**config.mk**
```make
export PLATFORM = sky130hd
export DESIGN_NAME = sap_output_port
export DESIGN_NICKNAME = d
export VERILOG_FILES = /design/src/rtl/sap_output_port_pkg.sv /design/src/rtl/sap_bit_timer.sv /design/src/rtl/sap_output_port.sv
export SDC_FILE = /design/constraint.sdc
export NUM_CORES = 1
export LEC_CHECK = 0
export CAP_MARGIN = 20
export CORE_MARGIN = 5
export CORE_UTILIZATION = 57
export CTS_CLUSTER_SIZE = 30
export DETAILED_ROUTE_END_ITERATION = 7
export HOLD_SLACK_MARGIN = 0.1
export PLACE_DENSITY = 0.83
export SLEW_MARGIN = 20
export SYNTH_ARGS = -nofsm -noshare
export SYNTH_HDL_FRONTEND = slang
export SYNTH_HIERARCHICAL = 1
export SYNTH_SLANG_ARGS = --single-unit
```
**constraint.sdc**
```tcl
create_clock -name inCLK -period 3.5 [get_ports inCLK]
set_input_delay 0.7 -clock inCLK [delete_from_list [all_inputs] [get_ports inCLK]]
set_output_delay 0.7 -clock inCLK [all_outputs]
set_load 0.02 [all_outputs]
```
**src/rtl/sap_output_port_pkg.sv**
```systemverilog
// Shared types and constants for the SAP output port: FSM state encoding,
// frame geometry and the default bit period.
package sap_output_port_pkg;

   typedef enum logic [1:0] {
      IDLE  = 2'd0,
      START = 2'd1,
      DATA  = 2'd2,
      STOP  = 2'd3
   } state_e;

   localparam int FRAME_BITS           = 8;
   localparam int CLKS_PER_BIT_DEFAULT = 4;

endpackage

```
**src/rtl/sap_bit_timer.sv**
```systemverilog
// Bit-period timer: counts clocks within one serial bit and emits a single
// cycle tick on the last clock of each bit period.
module sap_bit_timer
   import sap_output_port_pkg::*;
#(
   parameter int CLKS_PER_BIT = CLKS_PER_BIT_DEFAULT
) (
   input  logic clk_i,
   input  logic reset_i,
   input  logic clear_i,
   input  logic enable_i,
   output logic tick_o
);

   localparam logic [7:0] LAST_CNT = 8'(CLKS_PER_BIT - 1);

   logic [7:0] cnt_q, cnt_d;

   assign tick_o = enable_i && (cnt_q == LAST_CNT);

   // NOTE: every combinational output gets a default first so no path leaves it unassigned (no latch).
   always_comb begin
      cnt_d = cnt_q;
      if (clear_i) begin
         cnt_d = 8'd0;
      end else if (enable_i) begin
         cnt_d = tick_o ? 8'd0 : cnt_q + 8'd1;
      end
   end

   // NOTE: state registers use non-blocking assignment so all flops update together at the edge.
   always_ff @(posedge clk_i) begin
      if (reset_i) begin
         cnt_q <= 8'd0;
      end else begin
         cnt_q <= cnt_d;
      end
   end

endmodule

```
**src/rtl/sap_output_port.sv**
```systemverilog
// SAP output port: latches a byte from the W-bus on a load in IDLE and
// serialises it as start bit, 8 data bits LSB first, and stop bit.
module sap_output_port
   import sap_output_port_pkg::*;
#(
   parameter int CLKS_PER_BIT = CLKS_PER_BIT_DEFAULT
) (
   input  logic       inCLK,
   input  logic       inReset,
   input  logic [7:0] inBus,
   input  logic       inLoad,
   output logic [7:0] outData,
   output logic       outSerial,
   output logic       outReady,
   output logic       outDone
);

   state_e     state_q, state_d;
   logic [7:0] data_q, data_d;
   logic [7:0] shift_q, shift_d;
   logic [2:0] bit_q, bit_d;
   logic       done_q, done_d;
   logic       accept;
   logic       tick;

   assign accept = (state_q == IDLE) && inLoad;

   sap_bit_timer #(
      .CLKS_PER_BIT(CLKS_PER_BIT)
   ) u_bit_timer (
      .clk_i    (inCLK),
      .reset_i  (inReset),
      .clear_i  (accept),
      .enable_i (state_q != IDLE),
      .tick_o   (tick)
   );

   always_comb begin
      state_d = state_q;
      data_d  = data_q;
      shift_d = shift_q;
      bit_d   = bit_q;
      done_d  = 1'b0;
      case (state_q)
         IDLE: begin
            if (inLoad) begin
               data_d  = inBus;
               shift_d = inBus;
               bit_d   = 3'd0;
               state_d = START;
            end
         end
         START: begin
            if (tick) state_d = DATA;
         end
         DATA: begin
            if (tick) begin
               shift_d = shift_q >> 1;
               bit_d   = bit_q + 3'd1;
               if (bit_q == 3'(FRAME_BITS - 1)) state_d = STOP;
            end
         end
         STOP: begin
            if (tick) begin
               state_d = IDLE;
               done_d  = 1'b1;
            end
         end
         default: state_d = IDLE;
      endcase
   end

   always_ff @(posedge inCLK) begin
      if (inReset) begin
         state_q <= IDLE;
         data_q  <= 8'h00;
         shift_q <= 8'h00;
         bit_q   <= 3'd0;
         done_q  <= 1'b0;
      end else begin
         state_q <= state_d;
         data_q  <= data_d;
         shift_q <= shift_d;
         bit_q   <= bit_d;
         done_q  <= done_d;
      end
   end

   always_comb begin
      outSerial = 1'b1;
      case (state_q)
         START:   outSerial = 1'b0;
         DATA:    outSerial = shift_q[0];
         default: outSerial = 1'b1;
      endcase
   end

   assign outData  = data_q;
   assign outReady = (state_q == IDLE);
   assign outDone  = done_q;

endmodule

```
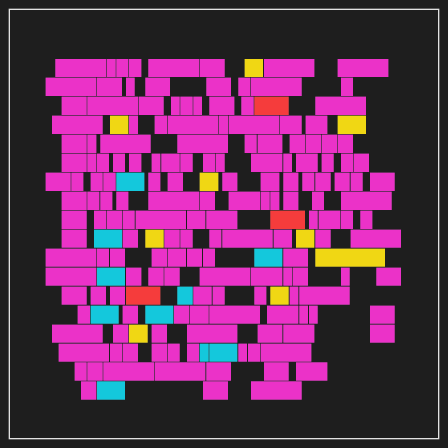
(run_1/drive_strength.png)
Key: drive 6 and up = red [cells 3, most used clkbuf_8]; drive 2 = cyan [cells 10, most used mux2_2]; drive 3 to 4 = yellow [cells 9, most used clkbuf_4]; drive 1 or less = magenta [cells 166, most used dfxtp_1]

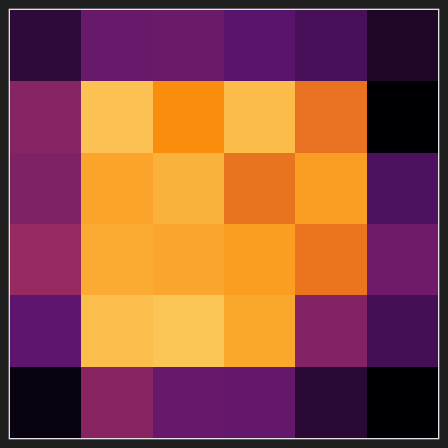
(run_1/density.png)
6 x 6 tiles, from black (low) to pale yellow (high), 0 to 100% covered.
The fullest tile reaches 87%. 5.6% of the tiles are nearly empty. The mean over all tiles is 46%. The emptiest ninth of the die: lower right. The densest ninth of the die: centre. 33% of the tiles are over 75% full.

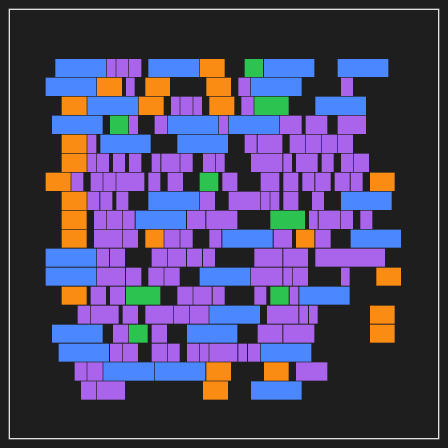
(run_1/cell_classes.png)
Key: all other logic = purple [cells 127, share of their area 48%]; other buffers and delay cells = orange [cells 23, share of their area 13%]; flip-flops = blue [cells 30, share of their area 35%]; clock drivers and dummy loads = green [cells 8, share of their area 4.5%]

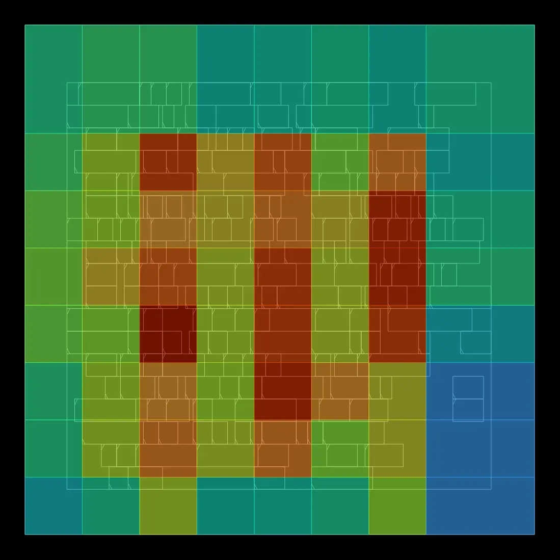
(run_1/final_congestion.png)
GR Util met1: 24.4%
fin util: 70.9%
M2 GR Usage: 34.9%

==> reports/summary.txt, run 1 <==
max incr delay on CP: 610 ps
core box area: 2500 µm²
clk_lat worst skew: 340 ps
FF-to-FF path depth: 9
fp_density: 60.1%
GR Util All Layers: 20.9%
power share of the combinational group: 47.5%
Cell Int Power: 0.816 mW
Max Cap Viol: 0
crit path from: state_q[0]
WL per Instance: 15.8 µm
RSZ-0062 raised after global routing: no
Area leader share: 40.0%
Setup crit start kind: register
pre-CTS setup slack: 836 ps
most used flip-flop cell: dfxtp_1
worst setup path class: reg -> out
worst path required time: 2800 ps
crit path buf inv count: 3
Iteration-0 DRC Markers: 66
P&R area growth vs syn: 18.0%
Antenna diodes: 0
drt pass-1 iters: 5
post-layout period usage of the worst path: 85.5%
Hold Crit Start: outData[7]
DP HPWL: 2470 µm
worst min-delay path class: reg -> reg
first-pass GRT wire length: 5840 µm
CTS tree: done
Post-CTS Resized: 0
PortBufs: 21
CTS Buf Count: 5
initial antenna violation count: 0
Adders+Majority by Area: 5.83%
layout cells sized above 1: 11.7%
Seq share, synth: 40.0%
Largest delay share family, worst path: buffers and inverters
CP Depth: 5
r2r setup slk: 720 ps
Post-Syn Nets: 187
pwr/cell area: 770 nW/µm²
Warnings, synthesis: 6
clock slew at reported path FFs: 100 ps
Cell area leaders: dfxtp_1, ha_1, a21oi_1
Post-synth EDFFs: 0
die height: 61.3 µm
comb area leader: simple AND/OR/NAND/NOR gates
syn avg cell area: 8.89 µm²
yosys-reported design area after synthesis: 1500 µm²
outcome: complete, no violations
critical path, cell by cell: inv_1, ha_1, inv_2, a21oi_1, clkdlybuf4s50_1
CTS Hold Bufs: 0
==> run 1: layout make-up <==
type                            instances  area (µm²)
Tap cell                               30        37.5
Clock buffer                            8        78.8
Inverter                                6        22.5
Timing Repair Buffer                   23         225
Multi-Input combinational cell        121         808
Sequential cell                        30         601
Fill cell                             195         727
==> run 1: flip-flops by register name, indices dropped and copies added (netlist names) <==
register,cells
bit_q,3
shift_q,8
u_bit_timer/cnt_q,8
state_q,2
outDone,1
outData,8
==> run 1: power groups by stage <==
stage,logic (mW),clock network (mW),registers (mW)
after detailed placement,0.638,0,0.464
final,0.649,0.260,0.457
after global placement,0.618,0,0.458
after global routing,0.708,0.276,0.468
after CTS,0.647,0.262,0.456
after floorplan,0.491,0,0.474
==> run 1: cells in the mapped netlist, drive strengths merged, types with 4 or more instances <==
cell    instances
mux2            7
nand2b          4
ha              7
nor2            4
a21oi          16
nand4           6
inv             6
nand2          12
o21ai           4
a31oi           7
nor4            8
nor3           11
dfxtp          30
buf             8
clkbuf          4
nand3          10
==> run 1: layer usage <==
metal	routed length [µm]	global-route usage [%]	part of all wire, %	up-vias
met5	0	0	0	-
met4	101	10.0	2.9	0
met3	164	6.50	4.7	12
met2	1770	34.9	51	37
met1	1420	24.4	41	666
li1	-	-	-	664
==> run 1: stage by stage <==
stage	area (µm²)	instances	total power, mW	utilization [%]	hold WS (ps)
after global routing	1770	218	1.45	70.9	493
after floorplan	1500	169	0.965	-	448
final	1770	218	1.37	70.9	459
after CTS	1770	218	1.37	70.9	463
after global placement	1690	210	1.08	67.8	446
after detailed placement	1690	210	1.10	67.8	449
==> run 1: kinds of logic after synthesis <==
logic type	count (synthesis)
compound gates	37
xor+xnor	3
fa+ha+maj	7
buf+inv	18
flops	30
mux	9
simple gates	65
==> run_1/registers.png <==
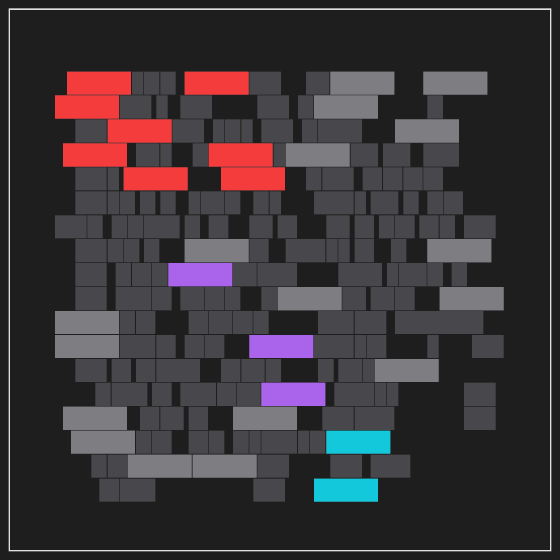

==> inputs of run 2 (changes only) <==
Settings changed: SETUP_SLACK_MARGIN set to 0.4.
Clock period 3.5 ns to 3.9 ns, I/O delays scaled along.
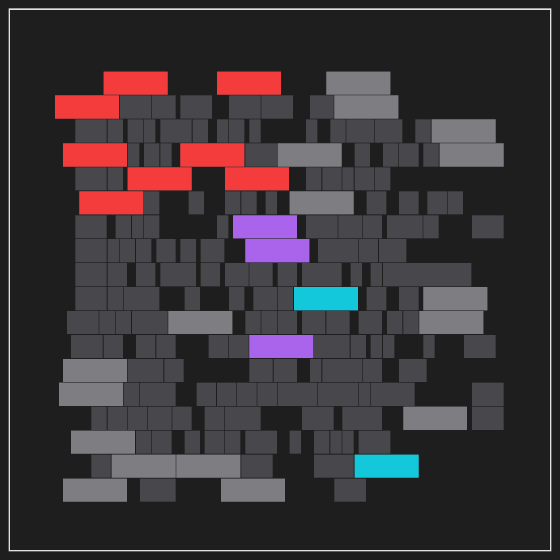
(run_2/registers.png)
Key: bit_q = purple [placed flops 3]; state_q = cyan [placed flops 2]; outData = red [placed flops 8, where upper left]
Another 17 sequential cells are not coloured.

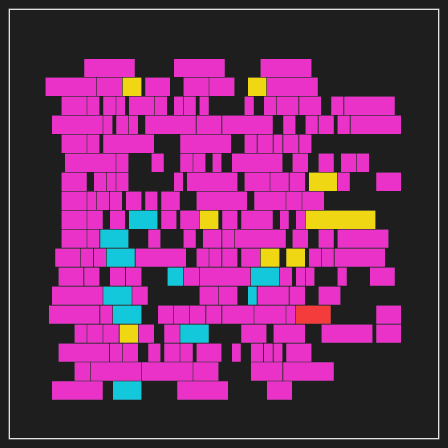
(run_2/drive_strength.png)
Key: drive 6 and up = red [cells 1, most used clkbuf_8]; drive 2 = cyan [cells 10, most used mux2_2]; drive 3 to 4 = yellow [cells 8, most used clkbuf_4]; drive 1 or less = magenta [cells 166, most used dfxtp_1]

==> run 2 against run 1 <==
Against the previous run: power fell by 15%; worst setup slack improved by 390 ps; clock power is 32% lower; clock-buffer cell count is 2 lower; register-to-register slack gained 380 ps; sequential cell count unchanged; die size unchanged; utilization shrank 1.4 points; sequential power down 9.8%; critical path depth unchanged; critical endpoint unchanged; wire length is 4.4% lower.
==> reports/summary.txt, run 2 <==
outcome: complete, no violations
critical path, cell by cell: inv_1, ha_1, inv_2, a21oi_1, clkdlybuf4s50_1
DRC errors left: 0
cell with the most instances after synthesis: dfxtp_1
routed wire length: 3300 µm
GR Util met1: 21.7% (-2.7 points)
CTS sink count: 30
GR Overflow Total: 0
pre-CTS setup slack: 1170 ps (+333 ps)
max incr delay on CP: 610 ps (about the same)
row cnt: 18
Post-Route Setup TNS: 0 ps
met3 Use GR: 7.55% (+1.0 points)
most numerous logic cell after layout: dfxtp_1
crit path buf inv count: 3 (unchanged)
xor/xnor share: 1.75%
worst min-delay path class: reg -> reg
Seq share, synth: 40.0% (unchanged)
CTS Buf Count: 5 (unchanged)
Max Cap Viol: 0 (unchanged)
yosys-reported design area after synthesis: 1500 µm² (unchanged)
Largest delay share family, worst path: buffers and inverters
Cells after Synth: 169
Final Skew: 3.56 ps
busiest layer in global routing: met2
Simple Share, Synth: 23.2%
Chip Area: 3760 µm²
GR Util All Layers: 19.9% (-0.99 points)
Cell area leaders: dfxtp_1, ha_1, a21oi_1
initial antenna violation count: 0 (unchanged)
PnR worst setup slack: 893 ps
most common logic cells in the final layout: dfxtp_1, clkdlybuf4s50_1, a21oi_1
worst setup path class: reg -> out
DP HPWL: 2380 µm (-3.8%)
CP endpoint kind: primary output
Clock Root Buffer: clkbuf_4
Area leader share: 40.0% (unchanged)
post-CTS setup buffer count: 0
clock slew at reported path FFs: 90 ps (about the same)
vias in the first global route: 1294
comb area leader: simple AND/OR/NAND/NOR gates
CTS tree: done
WL met1: 1340 µm (-5.6%)
Adders+Majority by Area: 5.83% (unchanged)
Iteration-0 DRC Markers: 67 (+1.5%)
total number of vias: 1357
Post-synth top cells: dfxtp_1, a21oi_1, nand2_1, nor3_1, nand3_1
P&R area growth vs syn: 15.7%
die width: 61.3 µm
die height: 61.3 µm (unchanged)
most used flip-flop cell: dfxtp_1
Synth area leader: dfxtp_1
Worst VDD drop: 524 µV
clk_lat worst skew: 330 ps (about the same)
Bufs on Longest Clock Path: 2
drt pass-1 iters: 4 (-1)
routed wl met3: 210 µm (+28%)
syn avg cell area: 8.89 µm² (unchanged)
core box area: 2500 µm² (unchanged)
Via density: 6.31
Post-CTS Resized: 0 (unchanged)
fmax: 333 MHz
Setup crit start kind: register
pwr/cell area: 672 nW/µm² (-13%)
worst path required time: 3120 ps (+320 ps)
post-layout period usage of the worst path: 77.1%
Yosys Instances: 169
layout cells sized above 1: 10.3% (-1.4 points)
Post-Syn Nets: 187 (unchanged)
fp_density: 60.1% (unchanged)
M2 GR Usage: 33.8% (-1.1 points)
CTS Hold Bufs: 0 (unchanged)
RSZ-0062 raised after global routing: no
Met2 Wirelength: 1670 µm (-5.4%)
PortBufs: 21 (unchanged)
first-pass GRT wire length: 5530 µm (-5.3%)
Post-synth EDFFs: 0 (unchanged)
Final min period: 3010 ps
WL per Instance: 15.4 µm (-3.0%)
Rel. slew slack: 41.8%
Antenna diodes: 0 (unchanged)
top sig layer: met4
Worst EP arrival: 2230 ps
Warnings, synthesis: 6 (unchanged)
[run 2: worst register-to-register path, stage by stage (launching register included)]
cell and delay [ps]:
dfxtp_1 350, inv_1 90, ha_1 510, inv_1 280
nand2_1 270, nor4_1 80, buf_4 170, nor2b_1 620
o21ai_0 170, a21oi_1 170
[run 2: cells by family (layout without fill, tap and decap cells)]
kind of cell | after synthesis | in the layout
AOI/OAI and AO/OA | 37 | 37
xor gates and xnor gates | 3 | 3
muxes | 9 | 9
adders and majority gates | 7 | 7
and+or+nand+nor | 65 | 65
buffers and inverters | 18 | 34
DFF | 30 | 30
[run 2: per-stage QoR]
stage / hold slack [ps] / utilization (%) / instances / total power [mW] / instance area, µm²
finish: 458 / 69.5 / 215 / 1.17 / 1740
global route: 486 / 69.5 / 215 / 1.25 / 1740
CTS: 462 / 69.5 / 215 / 1.17 / 1740
detailed placement: 450 / 67.5 / 209 / 0.990 / 1690
global placement: 445 / 67.5 / 209 / 0.961 / 1690
floorplan: 448 / - / 169 / 0.866 / 1500
[run 2: power breakdown]
group	switching [mW]	internal [mW]	total, mW
logic	0.338	0.238	0.577
clock network	0.0973	0.0810	0.178
registers	0.0429	0.370	0.412
[run 2: path summary, 6_finish.rpt]
kind	startpoint	end	slack, ps	cells after the start
max	state_q[0]	outSerial	890	5
min	outData[6]	outData[6]	460	2
max reg2reg	state_q[0]	shift_q[7]	1100	9
min reg2reg	outData[6]	outData[6]	460	2
[run 2: area by class of cell]
type                            count  area (µm²)
Timing Repair Buffer               22         218
Tap cell                           30        37.5
Multi-Input combinational cell    121         808
Sequential cell                    30         601
Inverter                            6        22.5
Clock buffer                        6        51.3
Fill cell                         197         762
Power and IR drop assume default switching activity.
